==> config.mk <==
export PLATFORM = sky130hd
export DESIGN_NAME = exp2_sum_accumulator
export DESIGN_NICKNAME = d
export VERILOG_FILES = /design/src/rtl/exp2_sum_accumulator.sv
export SDC_FILE = /design/constraint.sdc
export NUM_CORES = 1
export LEC_CHECK = 0
export CAP_MARGIN = 0
export CORE_MARGIN = 5
export CORE_UTILIZATION = 30
export DETAILED_ROUTE_END_ITERATION = 16
export PLACE_DENSITY = 0.56
export SYNTH_ARGS = -nofsm -noshare
export SYNTH_HDL_FRONTEND = slang
export SYNTH_SLANG_ARGS = --single-unit
==> constraint.sdc <==
create_clock -name clk -period 33.3 [get_ports clk]
set_clock_uncertainty 0.05 [all_clocks]
set_input_delay 4.995 -clock clk [delete_from_list [all_inputs] [get_ports clk]]
set_output_delay 4.995 -clock clk [all_outputs]
set_load 0.05 [all_outputs]
==> src/rtl/exp2_sum_accumulator.sv <==
// exp2_sum_accumulator: sums VEC_LEN floating-point exp2 results into one value.
// Accepted elements are interleaved across ADD_LATENCY partial slots, so the
// pipelined adder can take one element per cycle. At the end of a vector the
// slots are folded serially into a single sum.
// Optional feature: define EXP2_SUM_OVERFLOW_EN to build out_overflow detection.

// Pipelined floating-point adder, round-to-nearest-even.
// A tag rides alongside each operation so the caller knows where the result goes.
module exp2_sum_fp_add #(
  parameter int    BITS      = 16,
  parameter string PRECISION = "HALF",
  parameter int    LATENCY   = 3,
  parameter int    TAG_W     = 2
) (
  input  logic             clk,
  input  logic             rst,
  input  logic             in_vld,
  input  logic [TAG_W-1:0] in_tag,
  input  logic [BITS-1:0]  op_a,
  input  logic [BITS-1:0]  op_b,
  output logic             out_vld,
  output logic [TAG_W-1:0] out_tag,
  output logic [BITS-1:0]  res
);
  localparam int EW = (PRECISION == "BFLOAT" || BITS == 32) ? 8 : (BITS == 64) ? 11 : 5;
  localparam int MW = BITS - 1 - EW;
  localparam int W  = MW + 4;  // hidden + fraction + guard/round/sticky
  localparam logic [EW-1:0] EMAX = '1;

  logic            sx, sy, sr;
  logic [EW-1:0]   ex_f, ey_f, ex, ey, d, dc, e;
  logic [MW-1:0]   fx, fy;
  logic [W-1:0]    mx, my, my_s, mn;
  logic [2*W-1:0]  sh;
  logic [W:0]      s;
  logic [BITS-2:0] mag;
  logic [BITS-1:0] res_d;
  int              lz, shl;

  // Combinational add; x always holds the larger magnitude so only y is aligned.
  always_comb begin
    shl = 0;
    if (op_a[BITS-2:0] >= op_b[BITS-2:0]) begin
      sx = op_a[BITS-1]; {ex_f, fx} = op_a[BITS-2:0];
      sy = op_b[BITS-1]; {ey_f, fy} = op_b[BITS-2:0];
    end else begin
      sx = op_b[BITS-1]; {ex_f, fx} = op_b[BITS-2:0];
      sy = op_a[BITS-1]; {ey_f, fy} = op_a[BITS-2:0];
    end
    ex   = (ex_f == '0) ? EW'(1) : ex_f;
    ey   = (ey_f == '0) ? EW'(1) : ey_f;
    mx   = {ex_f != '0, fx, 3'b000};
    my   = {ey_f != '0, fy, 3'b000};
    d    = ex - ey;
    dc   = (d > EW'(W)) ? EW'(W) : d;
    sh   = {my, {W{1'b0}}} >> dc;
    my_s = {sh[2*W-1:W+1], sh[W] | (|sh[W-1:0])};
    s    = (sx == sy) ? ({1'b0, mx} + {1'b0, my_s}) : ({1'b0, mx} - {1'b0, my_s});
    lz   = W;
    for (int i = 0; i < W; i++) if (s[i]) lz = W - 1 - i;
    if (s[W]) begin
      mn = {s[W:2], s[1] | s[0]};
      e  = ex + EW'(1);
    end else begin
      // never normalise below the minimum exponent: that leaves a subnormal
      shl = (lz < int'(ex) - 1) ? lz : int'(ex) - 1;
      mn  = s[W-1:0] << shl;
      e   = ex - EW'(shl);
    end
    if (!mn[W-1]) e = '0;
    // exponent/fraction carry handles mantissa overflow and subnormal->normal
    mag   = {e, mn[W-2:3]} + (BITS-1)'(mn[2] & (mn[1] | mn[0] | mn[3]));
    sr    = (s == '0) ? (sx & sy) : sx;
    res_d = {sr, mag};
    if (e == EMAX) res_d = {sr, EMAX, MW'(0)};
    if (ex_f == EMAX) begin
      if (fx != '0 || (ey_f == EMAX && sx != sy)) res_d = {1'b0, EMAX, 1'b1, (MW-1)'(0)};
      else                                         res_d = {sx, EMAX, MW'(0)};
    end
  end

  logic [LATENCY-1:0] vld_pipe_q;
  logic [TAG_W-1:0]   tag_pipe_q [LATENCY];
  logic [BITS-1:0]    res_pipe_q [LATENCY];

  // Latency-matching shift register; reset flushes in-flight results.
  always_ff @(posedge clk) begin
    if (rst) begin
      vld_pipe_q <= '0;
      for (int i = 0; i < LATENCY; i++) begin
        tag_pipe_q[i] <= '0;
        res_pipe_q[i] <= '0;
      end
    end else begin
      vld_pipe_q[0] <= in_vld;
      tag_pipe_q[0] <= in_tag;
      res_pipe_q[0] <= res_d;
      for (int i = 1; i < LATENCY; i++) begin
        vld_pipe_q[i] <= vld_pipe_q[i-1];
        tag_pipe_q[i] <= tag_pipe_q[i-1];
        res_pipe_q[i] <= res_pipe_q[i-1];
      end
    end
  end

  assign out_vld = vld_pipe_q[LATENCY-1];
  assign out_tag = tag_pipe_q[LATENCY-1];
  assign res     = res_pipe_q[LATENCY-1];
endmodule

module exp2_sum_accumulator #(
  parameter int    BITS        = 16,
  parameter string PRECISION   = "HALF",
  parameter int    VEC_LEN     = 8,
  parameter int    ADD_LATENCY = 3
) (
  input  logic            clk,
  input  logic            rst,
  input  logic            in_valid,
  input  logic [BITS-1:0] a,
  output logic            in_ready,
  output logic            out_valid,
  output logic [BITS-1:0] sum,
  output logic            out_overflow
);
  localparam int L  = ADD_LATENCY;
  localparam int TW = (L > 1) ? $clog2(L) : 1;
  localparam int CW = $clog2(VEC_LEN);

  typedef enum logic [1:0] {IDLE, ACCUM, REDUCE, DONE} state_t;

  state_t          state_q, state_d;
  logic [CW-1:0]   cnt_q, cnt_d;
  logic [TW-1:0]   slot_q, slot_d;
  logic [3:0]      ph_q, ph_d;   // cycle within a fold period (0..L)
  logic [3:0]      fj_q, fj_d;   // index of the next slot to fold in
  logic [BITS-1:0] p_q [L];
  logic [BITS-1:0] p_d [L];
  logic [BITS-1:0] sum_q, sum_d;

  logic            add_vld, wb_vld;
  logic [TW-1:0]   add_tag, wb_tag;
  logic [BITS-1:0] add_a, add_b, wb_res;
  logic            accept, fold_done;

  assign in_ready  = (state_q == IDLE) || (state_q == ACCUM);
  assign accept    = in_valid && in_ready;
  assign out_valid = (state_q == DONE);
  assign sum       = sum_q;
  // last fold result (or, for L=1, the last element's result) is on the adder output now
  assign fold_done = (state_q == REDUCE) && (fj_q == 4'(L)) && (ph_q == 4'(L - 1));

  exp2_sum_fp_add #(
    .BITS(BITS), .PRECISION(PRECISION), .LATENCY(L), .TAG_W(TW)
  ) u_add (
    .clk(clk), .rst(rst),
    .in_vld(add_vld), .in_tag(add_tag), .op_a(add_a), .op_b(add_b),
    .out_vld(wb_vld), .out_tag(wb_tag), .res(wb_res)
  );

  // Next-state, slot write-back and adder issue.
  always_comb begin
    state_d = state_q;
    cnt_d   = cnt_q;
    slot_d  = slot_q;
    ph_d    = ph_q;
    fj_d    = fj_q;
    p_d     = p_q;
    sum_d   = sum_q;
    add_vld = 1'b0;
    add_tag = slot_q;
    add_a   = a;
    // a slot result returning this cycle is forwarded to a new issue to the same slot
    add_b   = (wb_vld && wb_tag == slot_q) ? wb_res : p_q[slot_q];
    if (wb_vld) p_d[wb_tag] = wb_res;

    case (state_q)
      IDLE: if (accept) begin
        for (int i = 0; i < L; i++) p_d[i] = '0;
        add_vld = 1'b1;
        add_tag = '0;
        add_b   = '0;
        cnt_d   = CW'(1);
        slot_d  = (L == 1) ? '0 : TW'(1);
        state_d = ACCUM;
      end
      ACCUM: if (accept) begin
        add_vld = 1'b1;
        if (cnt_q == CW'(VEC_LEN - 1)) begin
          cnt_d   = '0;
          slot_d  = '0;
          ph_d    = '0;
          fj_d    = 4'd1;
          state_d = REDUCE;
        end else begin
          cnt_d  = cnt_q + CW'(1);
          slot_d = (slot_q == TW'(L - 1)) ? '0 : slot_q + TW'(1);
        end
      end
      REDUCE: begin
        if (fold_done) begin
          sum_d   = wb_res;
          state_d = DONE;
        end else if (ph_q == 4'(L)) begin
          // P0 <- P0 + P[j]; P0 holds the previous fold result by now
          add_vld = 1'b1;
          add_tag = '0;
          add_a   = p_q[0];
          add_b   = p_q[fj_q[TW-1:0]];
          ph_d    = '0;
          fj_d    = fj_q + 4'd1;
        end else begin
          ph_d = ph_q + 4'd1;
        end
      end
      DONE: state_d = IDLE;
      default: state_d = IDLE;
    endcase
  end

  // State and datapath registers.
  always_ff @(posedge clk) begin
    if (rst) begin
      state_q <= IDLE;
      cnt_q   <= '0;
      slot_q  <= '0;
      ph_q    <= '0;
      fj_q    <= '0;
      sum_q   <= '0;
      for (int i = 0; i < L; i++) p_q[i] <= '0;
    end else begin
      state_q <= state_d;
      cnt_q   <= cnt_d;
      slot_q  <= slot_d;
      ph_q    <= ph_d;
      fj_q    <= fj_d;
      sum_q   <= sum_d;
      p_q     <= p_d;
    end
  end

`ifdef EXP2_SUM_OVERFLOW_EN
  localparam int EW = (PRECISION == "BFLOAT" || BITS == 32) ? 8 : (BITS == 64) ? 11 : 5;
  logic ovf_q, ovf_d;

  // Flag an all-ones exponent on the value captured into sum.
  always_comb begin
    ovf_d = ovf_q;
    if (fold_done) ovf_d = &wb_res[BITS-2:BITS-1-EW];
  end

  // Overflow flag register, held alongside sum.
  always_ff @(posedge clk) begin
    if (rst) ovf_q <= 1'b0;
    else     ovf_q <= ovf_d;
  end

  assign out_overflow = ovf_q;
`else
  assign out_overflow = 1'b0;
`endif
endmodule

gates.png
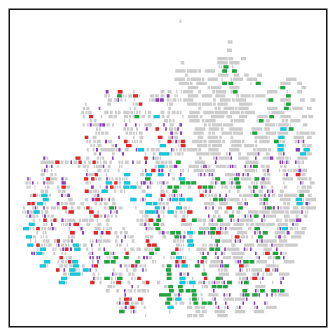
Green stands for mux cells, cells 114. Purple stands for nand cells, cells 269. Red stands for non-inverting ao/oa cells, cells 81. Cyan stands for fa/ha/maj cells, cells 65.
combinational fraction of the cell area: 63.6%
dominant logic cell type in the layout: nand2_1
Non-Filler Instances: 2073

m3.png
Bar = 50 um.
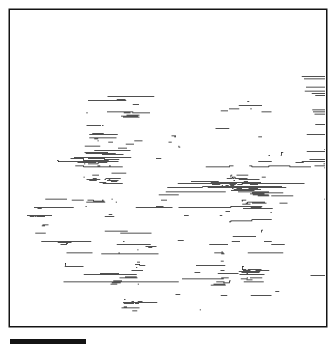
The longest straight run is 75.4 um. The layer holds 6.1% of the routed length.
WL final: 38700 um
via count: 11600
routing usage on met3: 2.46%

ff_map.png
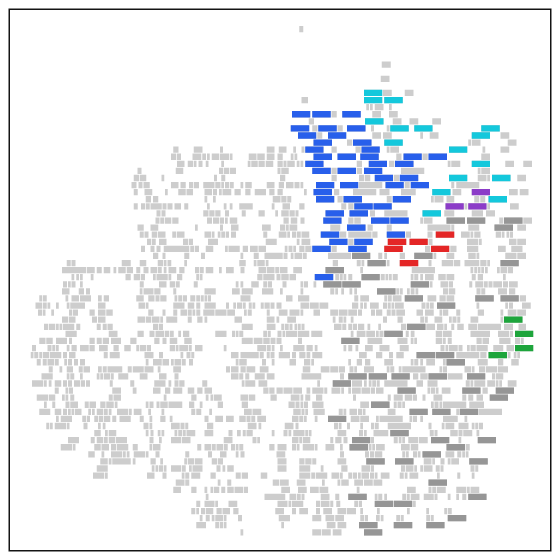
Cyan stands for sum, placed flops 16, where top right. Purple stands for u_add.vld_pipe_q, placed flops 3. Blue stands for u_add.res_pipe_q, placed flops 48. Green stands for ph_q, placed flops 4, where right middle. Red stands for u_add.tag_pipe_q, placed flops 6, where right middle.
seq pwr: 0.194 mW
FF/Latch Area: 2720 um2
sequential share of cell area: 20.8%

m2.png
Cells faint in the background.
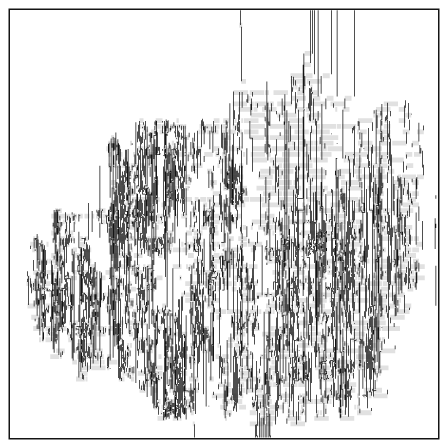
The layer carries 17600 um of wire. The layer holds 46% of the routed length.
Global Route met2 Usage: 28.3%

congestion_map.png
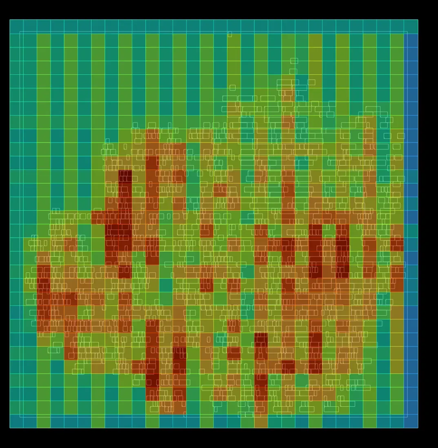
average wire per standard cell: 18.7 um
met1 Use GR: 23.2%
total track usage: 17.2%
global routing's busiest layer: met2
final core occ: 33.9%

==> run_results.csv <==
group,metric,value,unit
outcome,outcome,"complete, no violations",
floorplanning,die_area,43000,um2
power,power,1.44,mW
final_layout,drive_gt1_share,7.27,%
final_layout,final_cell_mix,"nand2_1 (202), nor2_1 (151), a21oi_1 (143)",
flow_run,drv_cap,0,
synthesis,syn_avg_cell_area,7.47,um2
detailed_routing,drt_first_iter_violations,968,
synthesis,synth_cell_types,105,
final_layout,clockBufferCount,17,
final_layout,area_dominant_class,"logic gates",
clock_network,cts_setup_buffers,0,
power,swShare,53.5,%
place,placed_cells,2041,
final_timing,setup_viol,0,
detailed_routing,wl_met3,2340,um
synthesis,edf_count,0,
global_routing,grt.overflow.total,0,
place,io_buffers,36,
synthesis,synthMuxAreaShare,10.0,%
final_layout,design_area,13100,um2
clock_network,cts_buffers,17,
synthesis,yosys.area_share.xor_xnor,2.63,%
power,p_int,0.669,mW
final_layout,fillers,4123,
synthesis,ys_area,11700,um2
global_routing,antenna_found_initial,0,
hold_path,min_from,"u_add.res_pipe_q[0][20]",
floorplanning,initial_utilization,30.3,%
detailed_routing,wl_met2,17600,um
final_timing,fin_setup_tns,0,ns
hold_path,hold_depth,1,
detailed_routing,dr.pass1.iters,5,
detailed_routing,dr.max_layer_used,"met4",
worst_setup_path,cp_slowest_cell,"and2_1",
final_layout,areaGrowthSynthToFinish,11.9,%
synthesis,synthAdderAreaFrac,7.11,%
synthesis,syn_inst,1564,
synthesis,synth_flops,136,
worst_setup_path,critPathLaunchType,"input port",
synthesis,ys_sh_simple,25.2,%
worst_setup_path,critPathLaunch,"in_valid",
clock_network,clock_latency,0.42,ns
floorplanning,rows,72,
detailed_routing,ant_nets,0,
final_timing,fin_crit,21.67,ns
worst_setup_path,path_buffers,8,
power,power_frac_clock,13.1,%
flow_run,openroad.warnings,41,
power,cellPowerDensity,110,nW/um2
final_timing,setup_slack,11.63,ns
power,leakage,5.13,nW
floorplanning,die_h,207,um
synthesis,top_area_cell,"dfxtp_1",
worst_setup_path,crit_fanout,20,
floorplanning,core_area,38600,um2
worst_setup_path,crit_path_end_kind,"flip-flop",
final_timing,worst_pin_slew,1.22,ns
final_layout,fin_nets,1624,
synthesis,async_flop_share,0,%
final_layout,n_all_inverters,69,
power,clockNetworkPower,0.189,mW
hold_path,hold_path_end,"u_add.res_pipe_q[0][36]",
hold_path,worstHoldPathType,"reg -> reg",
power,power_leader,"combinational cells",
place,routabilityCongestion,0.910,
worst_setup_path,required,33.52,ns
power,switching_power,0.769,mW
worst_setup_path,path_depth,67,
Power is estimated from default activity; no workload was simulated.
